### src/rtl/io_input_conditioner.sv
// Synchronises, debounces and zero-extends board switches/keys for the LSU, and keeps
// sticky write-one-to-clear press flags per key.
module io_input_conditioner #(
  parameter int unsigned NUM_SW          = 18,
  parameter int unsigned NUM_KEYS        = 4,
  parameter int unsigned DEBOUNCE_CYCLES = 16,
  parameter logic        KEY_IDLE        = 1'b1
) (
  input  logic                clk,
  input  logic                rst,
  input  logic [NUM_SW-1:0]   sw_raw_i,
  input  logic [NUM_KEYS-1:0] keys_raw_i,
  input  logic [NUM_KEYS-1:0] key_clr_i,
  output logic [31:0]         io_sw_o,
  output logic [31:0]         io_keys_o,
  output logic [NUM_KEYS-1:0] key_evt_o
);

  localparam int unsigned     NB      = NUM_SW + NUM_KEYS;
  localparam int unsigned     CW      = $clog2(DEBOUNCE_CYCLES);
  localparam logic [CW-1:0]   CNT_MAX = CW'(DEBOUNCE_CYCLES - 1);
  // Switches occupy the low bits, keys the high bits of every per-bit vector.
  localparam logic [NB-1:0]   RST_VAL = {{NUM_KEYS{KEY_IDLE}}, {NUM_SW{1'b0}}};

  logic [NB-1:0]          ff1_q, ff1_d;
  logic [NB-1:0]          s_q, s_d;
  logic [NB-1:0]          deb_q, deb_d;
  logic [NB-1:0][CW-1:0]  cnt_q, cnt_d;
  logic [NUM_KEYS-1:0]    evt_q, evt_d;
  logic [NUM_KEYS-1:0]    press;

  // Next-state: sync chain, per-bit debounce counters and sticky press flags.
  always_comb begin
    ff1_d = {keys_raw_i, sw_raw_i};
    s_d   = ff1_q;
    deb_d = deb_q;
    cnt_d = '0;
    press = '0;
    for (int i = 0; i < NB; i++) begin
      if (s_q[i] == deb_q[i]) begin
        cnt_d[i] = '0;
      end else if (cnt_q[i] == CNT_MAX) begin
        deb_d[i] = s_q[i];
        cnt_d[i] = '0;
      end else begin
        cnt_d[i] = cnt_q[i] + CW'(1);
      end
    end
    for (int k = 0; k < NUM_KEYS; k++) begin
      press[k] = (deb_q[NUM_SW+k] == KEY_IDLE) && (deb_d[NUM_SW+k] != KEY_IDLE);
    end
    // A press on the same edge as a clear keeps the flag set.
    evt_d = (evt_q & ~key_clr_i) | press;
  end

  // State registers with synchronous reset.
  always_ff @(posedge clk) begin
    if (rst) begin
      ff1_q <= RST_VAL;
      s_q   <= RST_VAL;
      deb_q <= RST_VAL;
      cnt_q <= '0;
      evt_q <= '0;
    end else begin
      ff1_q <= ff1_d;
      s_q   <= s_d;
      deb_q <= deb_d;
      cnt_q <= cnt_d;
      evt_q <= evt_d;
    end
  end

  assign io_sw_o   = 32'(deb_q[NUM_SW-1:0]);
  assign io_keys_o = 32'(deb_q[NB-1:NUM_SW]);
  assign key_evt_o = evt_q;

endmodule

### config.mk
export PLATFORM = sky130hd
export DESIGN_NAME = io_input_conditioner
export DESIGN_NICKNAME = d
export VERILOG_FILES = /design/src/rtl/io_input_conditioner.sv
export SDC_FILE = /design/constraint.sdc
export NUM_CORES = 1
export LEC_CHECK = 0
export CAP_MARGIN = 40
export CORE_MARGIN = 5
export CORE_UTILIZATION = 25
export CTS_CLUSTER_SIZE = 8
export DETAILED_ROUTE_END_ITERATION = 10
export GPL_TIMING_DRIVEN = 1
export MAX_ROUTING_LAYER = met4
export PLACE_DENSITY = 0.55
export REMOVE_ABC_BUFFERS = 1
export SYNTH_ARGS = -nofsm -noshare
export SYNTH_HDL_FRONTEND = slang
export SYNTH_SLANG_ARGS = --single-unit
### constraint.sdc
create_clock -name clk -period 1.85 [get_ports clk]
set_clock_uncertainty 0.15 [all_clocks]
set_input_delay 0.37 -clock clk [delete_from_list [all_inputs] [get_ports clk]]
set_output_delay 0.37 -clock clk [all_outputs]
set_load 0.03 [all_outputs]
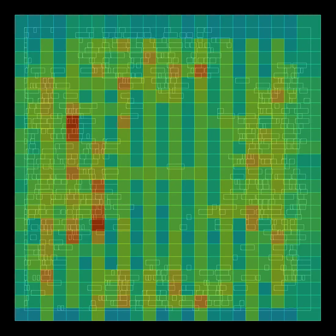
Run 1: routing congestion map
average detailed-routed wire length per instance: 9.39 um
fin util: 0.310
layer with the highest usage: met2
global-route total usage across every layer: 0.0750

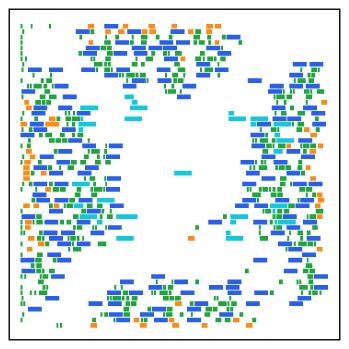
Run 1: placed cells, one colour a class
Scale: 2 px per um.
Blue stands for sequential cells, cells 158, share of their area 46%. Green stands for combinational and other logic, cells 406, share of their area 38%. Cyan stands for clock drivers and dummy loads, cells 32, share of their area 8.4%. Orange stands for remaining buffers and delay cells, cells 59, share of their area 8.0%.
core area: 23500 um^2
flop share of the area: 0.435
Placement Rows: 56
Finished Cell Area: 7280 um^2

==> run_results.csv, run 1 <==
group,metric,value,unit
synthesis,synth.avg_cell_area,10.4,um^2
worst_setup_path,critical_path.startpoint_type,"flip-flop",
synthesis,netlist_instances,576,
floorplanning,die-area,27100,um^2
worst_setup_path,worstPathRequired,1.33,ns
place,placed_area,6730,um^2
worst_setup_path,timing.critical_path.slowest_cell_delay,0.42,ns
detailed_routing,totalWireLength,9140,um
synthesis,post-synth-top-area-cell,"sky130_fd_sc_hd__dfxtp_1",
sta,hold_viol,0,
global_route,number_of_global_route_vias_before_repair,3607,
cells_and_area,area_growth_synth_to_finish,21.9,%
place,placement.io_buffers,53,
outcome,status,"finished clean",
worst_setup_path,critPathTopFamily,"buffers and inverters",
clock_network,later_pin_clock_latency_in_the_skew_report,0.42,ns
clock_network,ctsRootBufferMaster,"sky130_fd_sc_hd__clkbuf_16",
sta,final.setup.tns,0,ns
job,max-cap-violations,0,
place,cell_count_after_placement,942,
synthesis,yosys_register_bits,158,
sta,final_period_minus_worst_setup_slack,1.73,ns
cells_and_area,finalNetCount,692,
worst_setup_path,path_max_fanout,4,
worst_setup_path,worst_ep_arrival_time,1.21,ns
sta,timing.final.crit_share,0.936,
cells_and_area,fillers,2473,
pwr,internal_power,5.55,mW
detailed_routing,detailroute.via_count,3618,
floorplanning,die_w,165,um
synthesis,muxShareOfSynthArea,0.0352,
detailed_routing,number_of_detailed_route_iterations_in_the_first_pass,4,
sta,slew_violations,0,
pwr,share_clk_of_total_power,0.471,
synthesis,synth.cellmix.adderShare,0.0461,
cells_and_area,instances_no_fill,974,
synthesis,ys_cells,576,
place,gp_weighted_congestion,0.673,
synthesis,yosysUniqueCellTypes,23,
global_route,grt_start_max_net_pins,62,
detailed_routing,drc,0,
synthesis,top_logic_kind,"simple AND/OR/NAND/NOR gates",
detailed_routing,drt_iter0_markers,122,
worst_setup_path,worst_setup_path_end_kind,"output port",
synthesis,synth.cellmix.xorXnorShare,0.0969,
clock_network,cts.htree.levels,4,
floorplanning,ios,96,
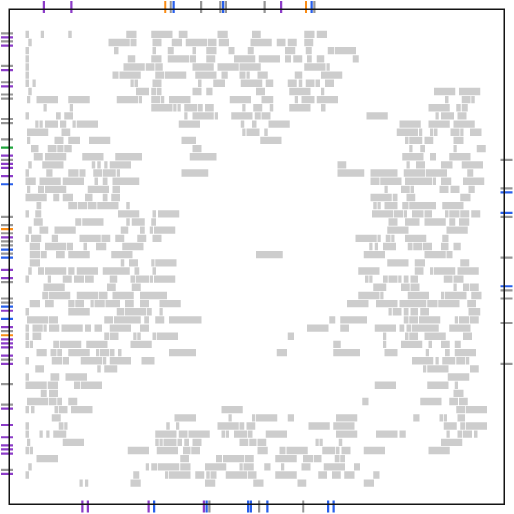
Run 1: pin placement
Scale: 3 px per um. Pins as bars across the die edge, other pins in grey.
Green stands for rst, pins 1, direction input, edge left. Blue stands for sw_raw_i, pins 18, direction input, edge 7 bottom, 5 left, 3 top, 3 right. Orange stands for key_clr_i, pins 4, direction input, edge 2 left, 2 top. Purple stands for io_keys_o, pins 32, direction output, edge 25 left, 4 bottom, 3 top.
All pins by edge: 57 left, 14 top, 14 bottom, 11 right.

[run 1: worst paths after layout]
check | slack (ns) | from | endpoint | depth (start not counted)
worst max register to register | 0.38 | cnt_q[84] | cnt_q[87] | 4
worst min-delay path | 0.18 | rst | deb_q[3] | 2
worst min register to register | 0.26 | ff1_q[18] | s_q[18] | 1
worst max-delay path | 0.12 | deb_q[21] | io_keys_o[3] | 1
[run 1: power groups by stage]
stage / registers, mW / logic (mW) / clock network [mW]
floorplan: 3.56 / 0.196 / 0
global placement: 3.57 / 0.311 / 0
detailed placement: 3.57 / 0.311 / 0
CTS: 3.49 / 0.312 / 3.55
global route: 3.50 / 0.340 / 3.70
finish: 3.49 / 0.308 / 3.39
[run 1: synth_stat cells (all sizes together)]
cell type	instances
nor2b	37
and3	7
inv	22
buf	51
and3b	15
a21oi	4
a211o	1
nand2b	7
nand3b	16
or3	7
or2	8
dfxtp	158
nand3	37
xor2	52
or3b	3
nor2	91
xnor2	14
clkbuf	2
conb	1
mux2i	21
ha	22
[run 1: placed cells by master (no fill, tap or decap), types with 8 or more instances in the layout]
cell type                         Yosys  routed
sky130_fd_sc_hd__clkbuf_16            0      17
sky130_fd_sc_hd__ha_1                22      22
sky130_fd_sc_hd__xor2_1              52      52
sky130_fd_sc_hd__and3b_1             15      15
sky130_fd_sc_hd__dfxtp_1            158     158
sky130_fd_sc_hd__nor2_1              91      91
sky130_fd_sc_hd__or2_2                8       8
sky130_fd_sc_hd__nand3_1             37      37
sky130_fd_sc_hd__nand3b_1            16      16
sky130_fd_sc_hd__xnor2_1             14      14
sky130_fd_sc_hd__mux2i_1             21      21
sky130_fd_sc_hd__nor2b_1             37      37
sky130_fd_sc_hd__inv_1               22      22
sky130_fd_sc_hd__conb_1               1      42
sky130_fd_sc_hd__dlygate4sd2_1        0      26
sky130_fd_sc_hd__clkdlybuf4s50_1      0      26
[run 1: metrics by stage]
step | hold slack, ns | power, mW | util
final | 0.178 | 7.19 | 0.310
after detailed placement | 0.249 | 3.88 | 0.287
after global placement | 0.244 | 3.88 | 0.287
after CTS | 0.167 | 7.35 | 0.310
after global routing | 0.173 | 7.53 | 0.310
after floorplan | 0.239 | 3.76 | -
[run 1: routing by layer]
| metal | up-vias | track usage | share of wire |
|---|---|---|---|
| li1 | 1902 | - | - |
| met1 | 1616 | 0.0897 | 0.49 |
| met2 | 89 | 0.114 | 0.43 |
| met3 | 11 | 0.0285 | 0.063 |
| met4 | 0 | 0.0306 | 0.015 |
| met5 | - | - | 0 |
[run 1: cell type report]
class	instances	area [um^2]	area share
Clock buffer	21	470	0.0646
Clock inverter	11	108	0.0148
Inverter	22	82.6	0.0113
Multi-Input combinational cell	384	2500	0.344
Sequential cell	158	3160	0.435
Tap cell	319	399	0.0548
Timing Repair Buffer	59	553	0.0760
[run 1: what timing repair did]
| action | in CTS | in global routing |
|---|---|---|
| setup buffers | 0 | 0 |
| setup endpoints to repair | 26 | 0 |
| gates resized | 26 | 0 |
| hold buffers | 0 | 0 |
| endpoints found under the hold margin | 0 | 0 |
[run 1: state kept, by name, indices dropped and copies added (netlist names)]
name,count
cnt_q,88
deb_q,22
ff1_q,22
s_q,22
key_evt_o,4
Run 1, register map, names as in the netlist:
Scale: 1.5 px per um.
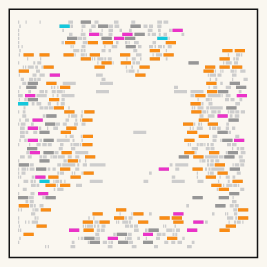

==> run 2, diff against run 1 <==
--- a/config.mk
+++ b/config.mk
@@ -6,7 +6,6 @@
 export NUM_CORES = 1
 export LEC_CHECK = 0
 export CAP_MARGIN = 40
-export CORE_MARGIN = 5
 export CORE_UTILIZATION = 25
 export CTS_CLUSTER_SIZE = 8
 export DETAILED_ROUTE_END_ITERATION = 10
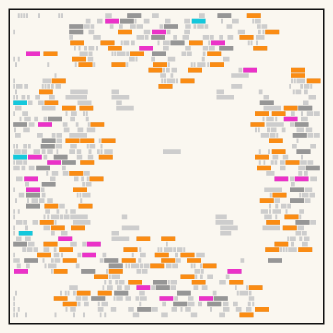
Run 2: register map, names as in the netlist
Scale: 2 px per um.
Cyan stands for key_evt_o, placed flops 4. Orange stands for cnt_q, placed flops 88, where all over the die. Magenta stands for ff1_q, placed flops 22, where all over the die.

==> run_results.csv, run 2 <==
group,metric,value,unit
synthesis,ys_cells,576,
detailed_routing,totalWireLength,8550,um
cells_and_area,layout_top_cell,"sky130_fd_sc_hd__dfxtp_1",
detailed_routing,detailroute.via_count,3620,
worst_setup_path,worst_ep_arrival_time,1.23,ns
worst_setup_path,timing.critical_path.slowest_cell_delay,0.43,ns
sta,timing.final.crit_share,0.943,
global_route,groute.usage.overall,0.0791,
synthesis,synth-main-ff-cell,"sky130_fd_sc_hd__dfxtp_1",
cells_and_area,final_core_utilization,0.312,
sta,slew_violations,0,
clock_network,later_pin_clock_latency_in_the_skew_report,0.42,ns
synthesis,yosys-top-cells-count,"158 x sky130_fd_sc_hd__dfxtp_1, 91 x sky130_fd_sc_hd__nor2_1, 52 x sky130_fd_sc_hd__xor2_1, 42 x sky130_fd_sc_hd__buf_4",
worst_setup_path,worstPathRequired,1.33,ns
synthesis,asyncSetResetFlopFracSynth,0,
cells_and_area,top_register,"cnt_q",
clock_network,ctsRootBufferMaster,"sky130_fd_sc_hd__clkbuf_16",
clock_network,post-cts-setup-buffer-count,0,
sta,final.setup.tns,0,ns
floorplanning,core_area,23500,um^2
cells_and_area,finished_cell_area,7320,um^2
global_route,grt_start_max_net_pins,54,
sta,final_period_minus_worst_setup_slack,1.75,ns
worst_setup_path,worst_setup_path_end_kind,"output port",
outcome,status,"finished clean",
place,gp_weighted_congestion,0.692,
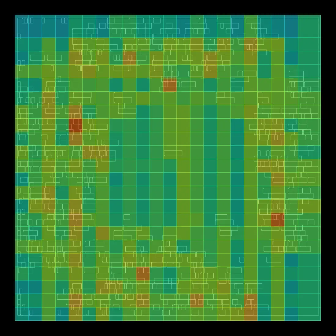
Run 2: routing congestion map
global routing met3 resource utilization: 0.0377
fraction of met1 tracks used by global routing: 0.0852
met2 track utilization from global routing: 0.122

## run 2: worst paths after layout
kind,start,to,cells past startpoint
worst min-delay path,rst,s_q[8],2
worst max register to register,cnt_q[84],cnt_q[86],4
worst min register to register,ff1_q[20],s_q[20],1
worst max-delay path,deb_q[18],io_keys_o[0],1
## run 2: final cells by class
class                           count  area (um^2)
Timing Repair Buffer               58          558
Multi-Input combinational cell    384         2500
Tap cell                          319          399
Inverter                           22         82.6
Clock inverter                     15          189
Clock buffer                       17          425
Sequential cell                   158         3160
Fill cell                        2448        16200
## run 2: cells by family after synthesis
logic type	synth area share
AND/OR/NAND/NOR	0.210
flip-flops	0.530
buffers and inverters	0.0765
XOR/XNOR	0.0969
adder cells (fa/ha/maj)	0.0461
multiplexers	0.0352
AND-OR/OR-AND	0.00482
other	0.000628
## run 2: where the power goes
part           internal (mW)  leakage, nW  switching, mW
combinational          0.119         1.69          0.187
sequential              3.46         1.28         0.0283
clock                   1.96        0.298           1.64
## run 2: metal layers
| layer | global-route usage | share of wire | up-vias |
|---|---|---|---|
| met5 | - | 0 | - |
| met1 | 0.0852 | 0.47 | 1623 |
| met3 | 0.0377 | 0.060 | 11 |
| met2 | 0.122 | 0.45 | 78 |
| met4 | 0.0378 | 0.015 | 0 |
| li1 | - | - | 1908 |
## run 2: through the flow
step	instances	hold WS (ns)	power, mW	setup WS [ns]
floorplan	564	0.239	3.76	0.450
global placement	941	0.245	3.88	0.287
CTS	973	0.0698	7.59	0.0707
global route	973	0.0818	7.72	0.0351
detailed placement	941	0.245	3.88	0.273
finish	973	0.0928	7.39	0.105
## run 2: what timing repair did
action,CTS,global route
gates resized,26,0
hold buffers,0,0
setup endpoints to repair,26,0
Run 2, gate-type map:
Scale: 2 px per um.
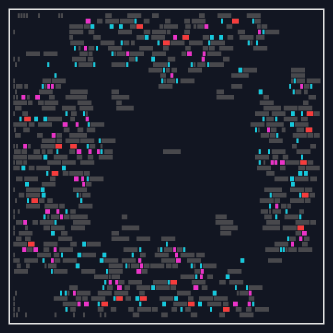

==> run 3, diff against run 2 <==
--- a/config.mk
+++ b/config.mk
@@ -13,6 +13,7 @@
 export MAX_ROUTING_LAYER = met4
 export PLACE_DENSITY = 0.55
 export REMOVE_ABC_BUFFERS = 1
+export SKIP_CTS_REPAIR_TIMING = 1
 export SYNTH_ARGS = -nofsm -noshare
 export SYNTH_HDL_FRONTEND = slang
 export SYNTH_SLANG_ARGS = --single-unit
==> constraint.sdc (replaced) <==
create_clock -name clk -period 1.85 [get_ports clk]
set_clock_uncertainty 0.15 [all_clocks]
set_input_delay 0.37 -clock clk [delete_from_list [all_inputs] [get_ports clk]]
set_output_delay 0.37 -clock clk [all_outputs]
set_load 0.01 [all_outputs]
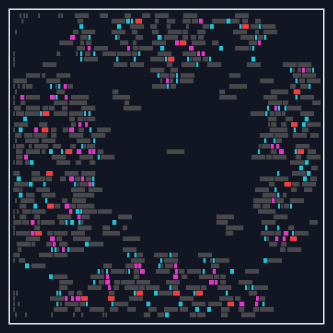
Run 3: gate-type map
Scale: 2 px per um.
Red stands for mux cells, cells 21, where all over the die. Magenta stands for nand cells, cells 60, where all over the die. Cyan stands for nor cells, cells 128, where all over the die.
combinational share of cell area: 0.339
Top cell excl fill/tap: sky130_fd_sc_hd__dfxtp_1
count of non-filler cells in the finished layout: 970

==> run_results.csv, run 3 <==
group,metric,value,unit
synthesis,post_synth_tally_of_flip_flops_with_integrated_enable,0,
worst_setup_path,critPathTopFamily,"flip-flops",
detailed_routing,drc,0,
cells_and_area,fillers,2404,
floorplanning,die_w,157,um
synthesis,ys_cells,576,
sta,final_period_minus_worst_setup_slack,1.51,ns
synthesis,netlist_instances,576,
synthesis,synth.cellmix.xorXnorShare,0.0969,
synthesis,synth.cellmix.adderShare,0.0461,
sta,hold_viol,0,
pwr,power,7.22,mW
sta,timing.final.crit_share,0.814,
outcome,status,"finished clean",
clock_network,later_pin_clock_latency_in_the_skew_report,0.42,ns
floorplanning,rows,56,
sta,slew_violations,0,
cells_and_area,top_register,"cnt_q",
cells_and_area,mostFrequentLayoutCells,"157 x sky130_fd_sc_hd__dfxtp_1, 91 x sky130_fd_sc_hd__nor2_1, 52 x sky130_fd_sc_hd__xor2_1, 42 x sky130_fd_sc_hd__conb_1",
place,cell_count_after_placement,938,
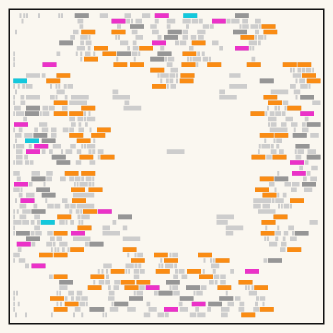
Run 3: register map, names as in the netlist
Scale: 2 px per um.
Orange stands for cnt_q, placed flops 88, where all over the die. Cyan stands for key_evt_o, placed flops 4. Magenta stands for ff1_q, placed flops 22, where all over the die.
Another 44 sequential cells are not coloured.
Sequential cell area: 3160 um^2
flop share of the area: 0.429
fin util: 0.314
power consumed by sequential cells: 3.49 mW

-- run 3: cell count changes in the layout (fill, tap and decap cells not counted), sizes merged --
cell,delta
dlygate4sd2,-26
clkinvlp,+3
dlymetal6s2s,+26
buf,-3
clkinv,-1
inv,-2
-- run 3: layout make-up --
type                            instances  share of cell area
Clock buffer                           17              0.0576
Clock inverter                         15              0.0234
Inverter                               22              0.0112
Multi-Input combinational cell        384               0.339
Sequential cell                       158               0.429
Tap cell                              319              0.0541
Timing Repair Buffer                   55              0.0858
-- run 3: logic make-up after synthesis --
family,after synthesis
compound gates,5
xor+xnor,66
fa+ha+maj,22
buf+inv,75
flops,158
mux,21
other cells,1
simple gates,228
-- run 3: final timing paths --
check	cells past startpoint	to	slack, ns	startpoint
max	1	io_keys_o[1]	0.34	deb_q[19]
min	3	s_q[5]	0.22	rst
max reg2reg	4	cnt_q[85]	0.37	cnt_q[84]
min reg2reg	1	s_q[18]	0.26	ff1_q[18]
-- run 3: where the power goes --
| part | internal [mW] | switching [mW] |
|---|---|---|
| Sequential | 3.46 | 0.0282 |
| Clock | 1.93 | 1.58 |
| Combinational | 0.115 | 0.112 |
-- run 3: per-layer routing --
layer	wire length [um]	global-route usage
met1	4150	0.0919
met2	3700	0.117
met4	89	0.0336
met5	0	-
met3	521	0.0360
-- run 3: metrics by stage --
stage	cell area [um^2]	setup WS, ns	setup TNS [ns]
final	7380	0.345	0
after global placement	6720	0.414	0
after global routing	7380	0.253	0
after floorplan	5750	0.450	0
after detailed placement	6720	0.379	0
after CTS	7310	-0.0827	-1.04
Power and IR drop assume default switching activity.
